`src/rtl/uart_tx_sched_pkg.sv`:
```
// Shared types and sizing helpers for the UART TX round-robin scheduler.
package uart_tx_sched_pkg;

    localparam int DEF_NUM_REQ     = 2;
    localparam int DEF_BYTE_W      = 8;
    localparam int DEF_MAX_BYTES   = 2;
    localparam int DEF_TIMEOUT_CYC = 1024;

    typedef enum logic [1:0] {
        IDLE      = 2'd0,
        SEND      = 2'd1,
        WAIT_BUSY = 2'd2,
        WAIT_DONE = 2'd3
    } sched_state_e;

    // Width of a byte counter able to hold 0..max_bytes.
    function automatic int len_width(input int max_bytes);
        return $clog2(max_bytes + 1);
    endfunction

    // Width of a requester index; never narrower than one bit.
    function automatic int idx_width(input int num_req);
        return (num_req > 1) ? $clog2(num_req) : 1;
    endfunction

endpackage

```
`src/rtl/uart_tx_sched_rr_arbiter.sv`:
```
// Stateless round-robin pick: first active request above the pointer, wrapping.
module uart_tx_sched_rr_arbiter
    import uart_tx_sched_pkg::*;
#(
    parameter  int NUM_REQ = DEF_NUM_REQ,
    localparam int IDX_W   = idx_width(NUM_REQ)
) (
    input  logic [NUM_REQ-1:0] i_req,
    input  logic [IDX_W-1:0]   i_ptr,
    output logic [NUM_REQ-1:0] o_gnt,
    output logic [IDX_W-1:0]   o_idx,
    output logic               o_any
);

    int               w_cand;
    logic [IDX_W-1:0] w_cand_idx;
    logic             w_hit;

    // Scan candidates in priority order starting just above the pointer.
    always_comb begin
        o_gnt      = {NUM_REQ{1'b0}};
        o_idx      = {IDX_W{1'b0}};
        o_any      = 1'b0;
        w_cand     = 0;
        w_cand_idx = {IDX_W{1'b0}};
        w_hit      = 1'b0;
        for (int off = 1; off <= NUM_REQ; off++) begin
            w_cand     = int'(i_ptr) + off;
            w_cand     = (w_cand >= NUM_REQ) ? (w_cand - NUM_REQ) : w_cand;
            w_cand_idx = w_cand[IDX_W-1:0];
            w_hit      = !o_any && i_req[w_cand_idx];
            o_gnt[w_cand_idx] = o_gnt[w_cand_idx] | w_hit;
            o_idx      = w_hit ? w_cand_idx : o_idx;
            o_any      = o_any | w_hit;
        end
    end

endmodule

```
`src/rtl/uart_tx_sched.sv`:
```
// Round-robin frame scheduler in front of a single UART transmitter.
// Optional WAIT_BUSY watchdog enabled by defining UART_TX_SCHED_TIMEOUT_EN.
module uart_tx_sched
    import uart_tx_sched_pkg::*;
#(
    parameter  int NUM_REQ     = DEF_NUM_REQ,
    parameter  int BYTE_W      = DEF_BYTE_W,
    parameter  int MAX_BYTES   = DEF_MAX_BYTES,
    parameter  int TIMEOUT_CYC = DEF_TIMEOUT_CYC,
    localparam int LEN_W       = len_width(MAX_BYTES),
    localparam int IDX_W       = idx_width(NUM_REQ),
    localparam int FRAME_W     = MAX_BYTES * BYTE_W
) (
    input  logic                       CLK,
    input  logic                       RST,
    input  logic [NUM_REQ-1:0]         req,
    input  logic [NUM_REQ*FRAME_W-1:0] req_data,
    input  logic [NUM_REQ*LEN_W-1:0]   req_len,
    output logic [NUM_REQ-1:0]         gnt,
    output logic [BYTE_W-1:0]          tx_p_data,
    output logic                       tx_data_valid,
    input  logic                       tx_busy,
    output logic                       sched_busy,
    output logic                       frame_done,
    output logic                       err_timeout
);

    sched_state_e       r_state;
    logic [IDX_W-1:0]   r_ptr;
    logic [FRAME_W-1:0] r_shift;
    logic [LEN_W-1:0]   r_cnt;
    logic [NUM_REQ-1:0] r_gnt;
    logic [BYTE_W-1:0]  r_pdata;
    logic               r_valid;
    logic               r_busy;
    logic               r_done;
    logic               r_err;

    logic [NUM_REQ-1:0] w_arb_gnt;
    logic [IDX_W-1:0]   w_arb_idx;
    logic               w_arb_any;
    logic [FRAME_W-1:0] w_frame;
    logic [LEN_W-1:0]   w_len_raw;
    logic [LEN_W-1:0]   w_len;
    logic               w_start;

`ifdef UART_TX_SCHED_TIMEOUT_EN
    localparam int WD_W = (TIMEOUT_CYC > 1) ? $clog2(TIMEOUT_CYC) : 1;
    logic [WD_W-1:0]    r_wdog;
`else
    logic               w_unused_timeout;
    assign w_unused_timeout = (TIMEOUT_CYC > 0);
`endif

    uart_tx_sched_rr_arbiter #(
        .NUM_REQ (NUM_REQ)
    ) u_arb (
        .i_req (req),
        .i_ptr (r_ptr),
        .o_gnt (w_arb_gnt),
        .o_idx (w_arb_idx),
        .o_any (w_arb_any)
    );

    // Route the winning requester's payload and length to the capture path.
    always_comb begin
        w_frame   = {FRAME_W{1'b0}};
        w_len_raw = {LEN_W{1'b0}};
        for (int i = 0; i < NUM_REQ; i++) begin
            w_frame   = (w_arb_idx == IDX_W'(i)) ? req_data[i*FRAME_W +: FRAME_W] : w_frame;
            w_len_raw = (w_arb_idx == IDX_W'(i)) ? req_len[i*LEN_W +: LEN_W] : w_len_raw;
        end
    end

    assign w_len   = (w_len_raw > LEN_W'(MAX_BYTES)) ? LEN_W'(MAX_BYTES) : w_len_raw;
    // Holding off for the frame_done cycle guarantees an idle gap between frames
    // and stops a zero-length requester from being re-granted before it drops req.
    assign w_start = (r_state == IDLE) && w_arb_any && !r_done;

    // Scheduler FSM with all outputs registered.
    always_ff @(posedge CLK) begin
        if (RST) begin
            r_state <= IDLE;
            r_ptr   <= IDX_W'(NUM_REQ - 1);
            r_shift <= {FRAME_W{1'b0}};
            r_cnt   <= {LEN_W{1'b0}};
            r_gnt   <= {NUM_REQ{1'b0}};
            r_pdata <= {BYTE_W{1'b0}};
            r_valid <= 1'b0;
            r_busy  <= 1'b0;
            r_done  <= 1'b0;
            r_err   <= 1'b0;
`ifdef UART_TX_SCHED_TIMEOUT_EN
            r_wdog  <= {WD_W{1'b0}};
`endif
        end else begin
            r_gnt   <= {NUM_REQ{1'b0}};
            r_valid <= 1'b0;
            r_done  <= 1'b0;
            case (r_state)
                IDLE: begin
                    if (w_start) begin
                        r_gnt   <= w_arb_gnt;
                        r_ptr   <= w_arb_idx;
                        r_shift <= w_frame >> BYTE_W;
                        r_cnt   <= w_len;
                        if (w_len == LEN_W'(0)) begin
                            r_done  <= 1'b1;
                            r_state <= IDLE;
                        end else begin
                            r_pdata <= w_frame[BYTE_W-1:0];
                            r_valid <= 1'b1;
                            r_busy  <= 1'b1;
                            r_state <= SEND;
                        end
                    end else begin
                        r_state <= IDLE;
                    end
                end
                SEND: begin
`ifdef UART_TX_SCHED_TIMEOUT_EN
                    r_wdog  <= {WD_W{1'b0}};
`endif
                    r_state <= WAIT_BUSY;
                end
                WAIT_BUSY: begin
                    if (tx_busy) begin
                        r_state <= WAIT_DONE;
                    end else begin
`ifdef UART_TX_SCHED_TIMEOUT_EN
                        // Transmitter never took the byte: offer it again.
                        if (r_wdog == WD_W'(TIMEOUT_CYC - 1)) begin
                            r_valid <= 1'b1;
                            r_err   <= 1'b1;
                            r_state <= SEND;
                        end else begin
                            r_wdog  <= r_wdog + WD_W'(1);
                            r_state <= WAIT_BUSY;
                        end
`else
                        r_state <= WAIT_BUSY;
`endif
                    end
                end
                WAIT_DONE: begin
                    if (!tx_busy) begin
                        if (r_cnt > LEN_W'(1)) begin
                            r_pdata <= r_shift[BYTE_W-1:0];
                            r_shift <= r_shift >> BYTE_W;
                            r_cnt   <= r_cnt - LEN_W'(1);
                            r_valid <= 1'b1;
                            r_state <= SEND;
                        end else begin
                            r_done  <= 1'b1;
                            r_busy  <= 1'b0;
                            r_state <= IDLE;
                        end
                    end else begin
                        r_state <= WAIT_DONE;
                    end
                end
                default: begin
                    r_busy  <= 1'b0;
                    r_state <= IDLE;
                end
            endcase
        end
    end

    assign gnt           = r_gnt;
    assign tx_p_data     = r_pdata;
    assign tx_data_valid = r_valid;
    assign sched_busy    = r_busy;
    assign frame_done    = r_done;
`ifdef UART_TX_SCHED_TIMEOUT_EN
    assign err_timeout   = r_err;
`else
    assign err_timeout   = 1'b0;
`endif

endmodule

```
`config.mk`:
```
export PLATFORM = sky130hd
export DESIGN_NAME = uart_tx_sched
export DESIGN_NICKNAME = d
export VERILOG_FILES = /design/src/rtl/uart_tx_sched_pkg.sv /design/src/rtl/uart_tx_sched_rr_arbiter.sv /design/src/rtl/uart_tx_sched.sv
export SDC_FILE = /design/constraint.sdc
export NUM_CORES = 1
export LEC_CHECK = 0
export CAP_MARGIN = 20
export CORE_MARGIN = 1
export CORE_UTILIZATION = 43
export DETAILED_ROUTE_END_ITERATION = 6
export PLACE_DENSITY = 0.9
export SLEW_MARGIN = 20
export SYNTH_ARGS = -nofsm -noshare
export SYNTH_HDL_FRONTEND = slang
export SYNTH_HIERARCHICAL = 1
export SYNTH_SLANG_ARGS = --single-unit
```
`constraint.sdc`:
```
create_clock -name CLK -period 2.1 [get_ports CLK]
set_input_delay 0.42 -clock CLK [delete_from_list [all_inputs] [get_ports CLK]]
set_output_delay 0.42 -clock CLK [all_outputs]
set_load 0.03 [all_outputs]
```
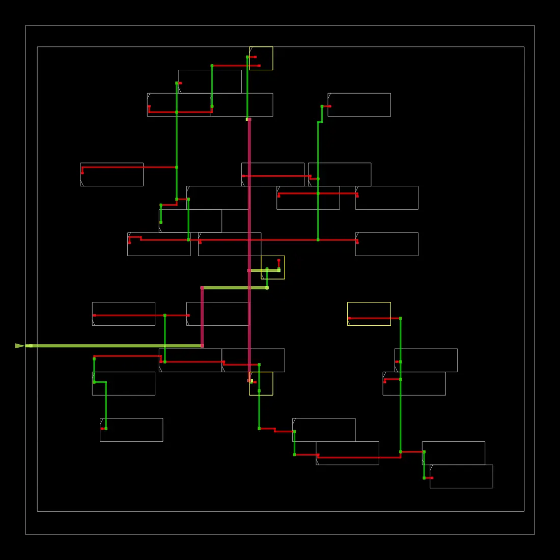
(run_1/final_clocks.png)
FF+latch count: 26
clk sinks: 26
Skew-Pair Late Insertion Delay: 0.33 ns
Fin Clk Skew: 0.00782 ns
Clock net power: 259 uW

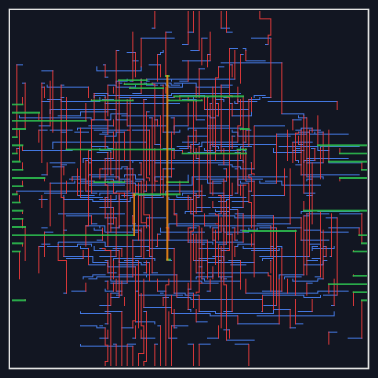
(run_1/metal_stack.png)
Scale: 6 px per um.
Red shows met2, wire length 1630 um. Orange shows met4, wire length 37.4 um. Blue shows met1, wire length 1480 um. Green shows met3, wire length 209 um.

==> out/qor.yml, run 1 <==
pwr-share-clk: 0.178
m1WireLength_um: 1480
seq_area_um2: 520
min_path_cells: 2
yosysTopAreaCell: "dfxtp_1"
yosysTopAreaCellShare: 0.365
met1_usage: 0.256
outcome: "complete, no violations"
startpoint: "req[1]"
seq_share: 0.248
globalplace.congestion: 0.864
hp-class: "reg2reg"
dp.cells: 268
cp_top_family: "AND-OR/OR-AND gates"
core_area_um2: 3100
fin_hold_ws_ns: 0.487
ys_area_um2: 1430
initCoreUtil: 0.460
r2r_setup_slack_ns: 0.20
start_kind: "input port"
r2r_end: "sched_busy$_SDFFE_PP0P_"
p_sw_uw: 495
fa_ha_area_frac: 0.0351
drive_gt1_frac: 0.0965
final_cell_mix: "clkdlybuf4s50_1, dfxtp_1, a21oi_1, mux2i_1, nor2_1"
synth-xor-area-share: 0
end_kind: "flip-flop"
fp.dieH_um: 59.6
p_seq_frac: 0.414
synthAoiAreaFrac: 0.240
common_cells: "dfxtp_1, a21oi_1, mux2i_1, nor2_1, nand2_1"
fin_util: 0.675
antenna_found_initial: 0
nets: 274
grt_pass1_wl_um: 5540
ys_sh_mux: 0.119
final_area_um2: 2100
critical_path.max_stage_delay_ns: 0.52
comb-cell-share: 0.396
area_growth_pct: 46.8
layout_top_cell: "clkdlybuf4s50_1"
dr_wl_met3_um: 209
slowest_stage: "nor2_1"
max_freq_mhz: 509
dpl.hpwl_um: 2580
netlist_area_um2: 1430
cp.arrival_ns: 2.22
clockRootBuffer: "clkbuf_4"
async_reset_ff_frac: 0
comb_cells: 125
logic_family: "AND-OR/OR-AND gates"
crit_end: "sched_busy$_SDFFE_PP0P_"
cts.repair.resized: 0
setup_tns_ns: 0
min_to: "tx_p_data[2]$_SDFFE_PP0P_"
clkbuf_count: 4
intPower_uw: 958
rows: 20
wire_per_inst_um: 12.4
wl_met2_um: 1630
chipArea_um2: 3550
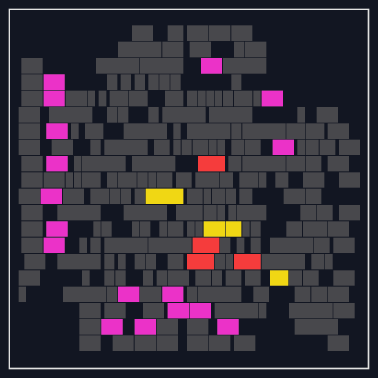
(run_1/gate_families.png)
Scale: 6 px per um.
Magenta shows multiplexers, cells 17, most used mux2i_1. Red shows adder and majority cells, cells 4, most used ha_1. Yellow shows AND-OR and OR-AND gates, cells 4, where middle.

==> run_1/registers.png <==
Scale: 4 px per um. Other sequential cells in the stronger grey, the rest of the logic in the fainter grey.
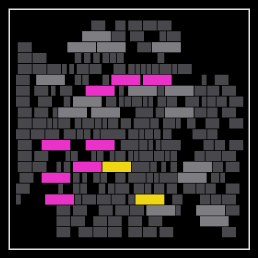

==> run 1 -> run 2 <==
--- a/config.mk
+++ b/config.mk
@@ -7,9 +7,10 @@
 export LEC_CHECK = 0
 export CAP_MARGIN = 20
 export CORE_MARGIN = 1
-export CORE_UTILIZATION = 43
+export CORE_UTILIZATION = 39
 export DETAILED_ROUTE_END_ITERATION = 6
-export PLACE_DENSITY = 0.9
+export PLACE_DENSITY = 0.86
+export RECOVER_POWER = 25
 export SLEW_MARGIN = 20
 export SYNTH_ARGS = -nofsm -noshare
 export SYNTH_HDL_FRONTEND = slang
==> constraint.sdc (replaced) <==
create_clock -name CLK -period 1.7 [get_ports CLK]
set_input_delay 0.34 -clock CLK [delete_from_list [all_inputs] [get_ports CLK]]
set_output_delay 0.34 -clock CLK [all_outputs]
set_load 0.03 [all_outputs]
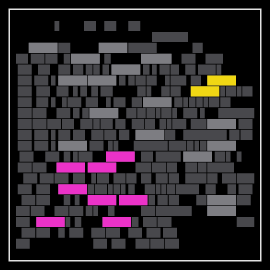
(run_2/registers.png)
Scale: 4 px per um. Other sequential cells in the stronger grey, the rest of the logic in the fainter grey.
Magenta shows r_shift, flops 8. Yellow shows r_state, flops 2.
Another 16 sequential cells are not coloured.

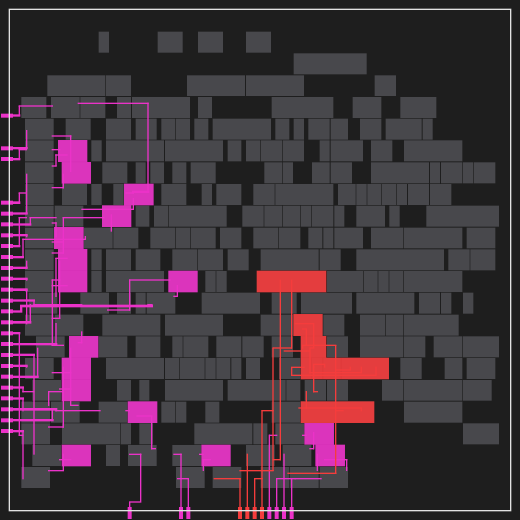
(run_2/port_nets.png)
Scale: 8 px per um.
Magenta shows req_data, bits 32, direction input, edge 25 left, 7 bottom, end cells 16, buffers 32, wire 366 um. Red shows req_len, bits 4, direction input, edge bottom, end cells 8, buffers 7, wire 166 um.

==> run 2 against run 1 <==
Non-clock buffer count up 9. Synthesized cell count unchanged. Clock power up 69%. Largest power group is now combinational cells. Sequential cell count did not move. Utilization increased by 0.34 points. Largest cell class unchanged. First-iteration DRC count down 6.6%. Critical path depth stayed put.
==> out/qor.yml, run 2 <==
yosysTopAreaCell: "dfxtp_1"
clockRootBuffer: "clkbuf_4"
setup_tns_ns: 0  # unchanged
rows: 21  # +5.0%
fp.dieH_um: 62.5  # +4.8%
yosysTopAreaCellShare: 0.365  # unchanged
layout_top_cell: "clkdlybuf4s50_1"
final_cell_mix: "clkdlybuf4s50_1, dfxtp_1, buf_4, mux2i_1, a21oi_1"
logic_family: "AND-OR/OR-AND gates"
nets: 283  # +3.3%
pwr-share-clk: 0.216  # +0.038
initCoreUtil: 0.418  # -0.0421
r2r_setup_slack_ns: 0.02  # -0.18 ns
pg_clk_uw: 438  # +69%
grt_pass1_wl_um: 6720  # +21%
synth-xor-area-share: 0  # unchanged
startpoint: "r_cnt[1]$_SDFFE_PP0P_"
drive_gt1_frac: 0.211  # +0.114
fa_ha_area_frac: 0.0351  # unchanged
globalplace.congestion: 0.918  # +6.3%
r2r_end: "r_cnt[0]$_SDFFE_PP0P_"
wl_met2_um: 1960  # +20%
min_path_cells: 3  # +1
m1WireLength_um: 1680  # +14%
dr_wl_met3_um: 200  # -4.3%
ys_area_um2: 1430  # unchanged
dpl.hpwl_um: 2850  # +10%
p_sw_uw: 687  # +39%
cp.arrival_ns: 1.95  # -0.27 ns
hp-class: "in2reg"
seq_area_um2: 522  # +0.24%
async_reset_ff_frac: 0  # unchanged
skew_ns: 0.00508  # -0.00274 ns
clkbuf_count: 3  # -1
final_area_um2: 2320  # +11%
ys_sh_mux: 0.119  # unchanged
critical_path.max_stage_delay_ns: 0.39  # -0.13 ns
wire_per_inst_um: 13.9  # +13%
slowest_stage: "or3b_4"
synthAoiAreaFrac: 0.240  # unchanged
cp_top_family: "simple AND/OR/NAND/NOR gates"
min_to: "gnt[0]$_SDFF_PP0_"
seq_share: 0.225  # -0.0233
fin_util: 0.679  # +0.00335
common_cells: "dfxtp_1, a21oi_1, mux2i_1, nor2_1, nand2_1"
area_growth_pct: 62.4
antenna_found_initial: 0  # unchanged
comb-cell-share: 0.410  # +0.0138
end_kind: "flip-flop"
met1_usage: 0.260  # +0.00313
clock-sinks: 26  # unchanged
chipArea_um2: 3910  # +9.9%
p_seq_frac: 0.372  # -0.042
outcome: "complete, no violations"
intPower_mw: 1.34  # +39%
Power is estimated from default activity; no workload was simulated.
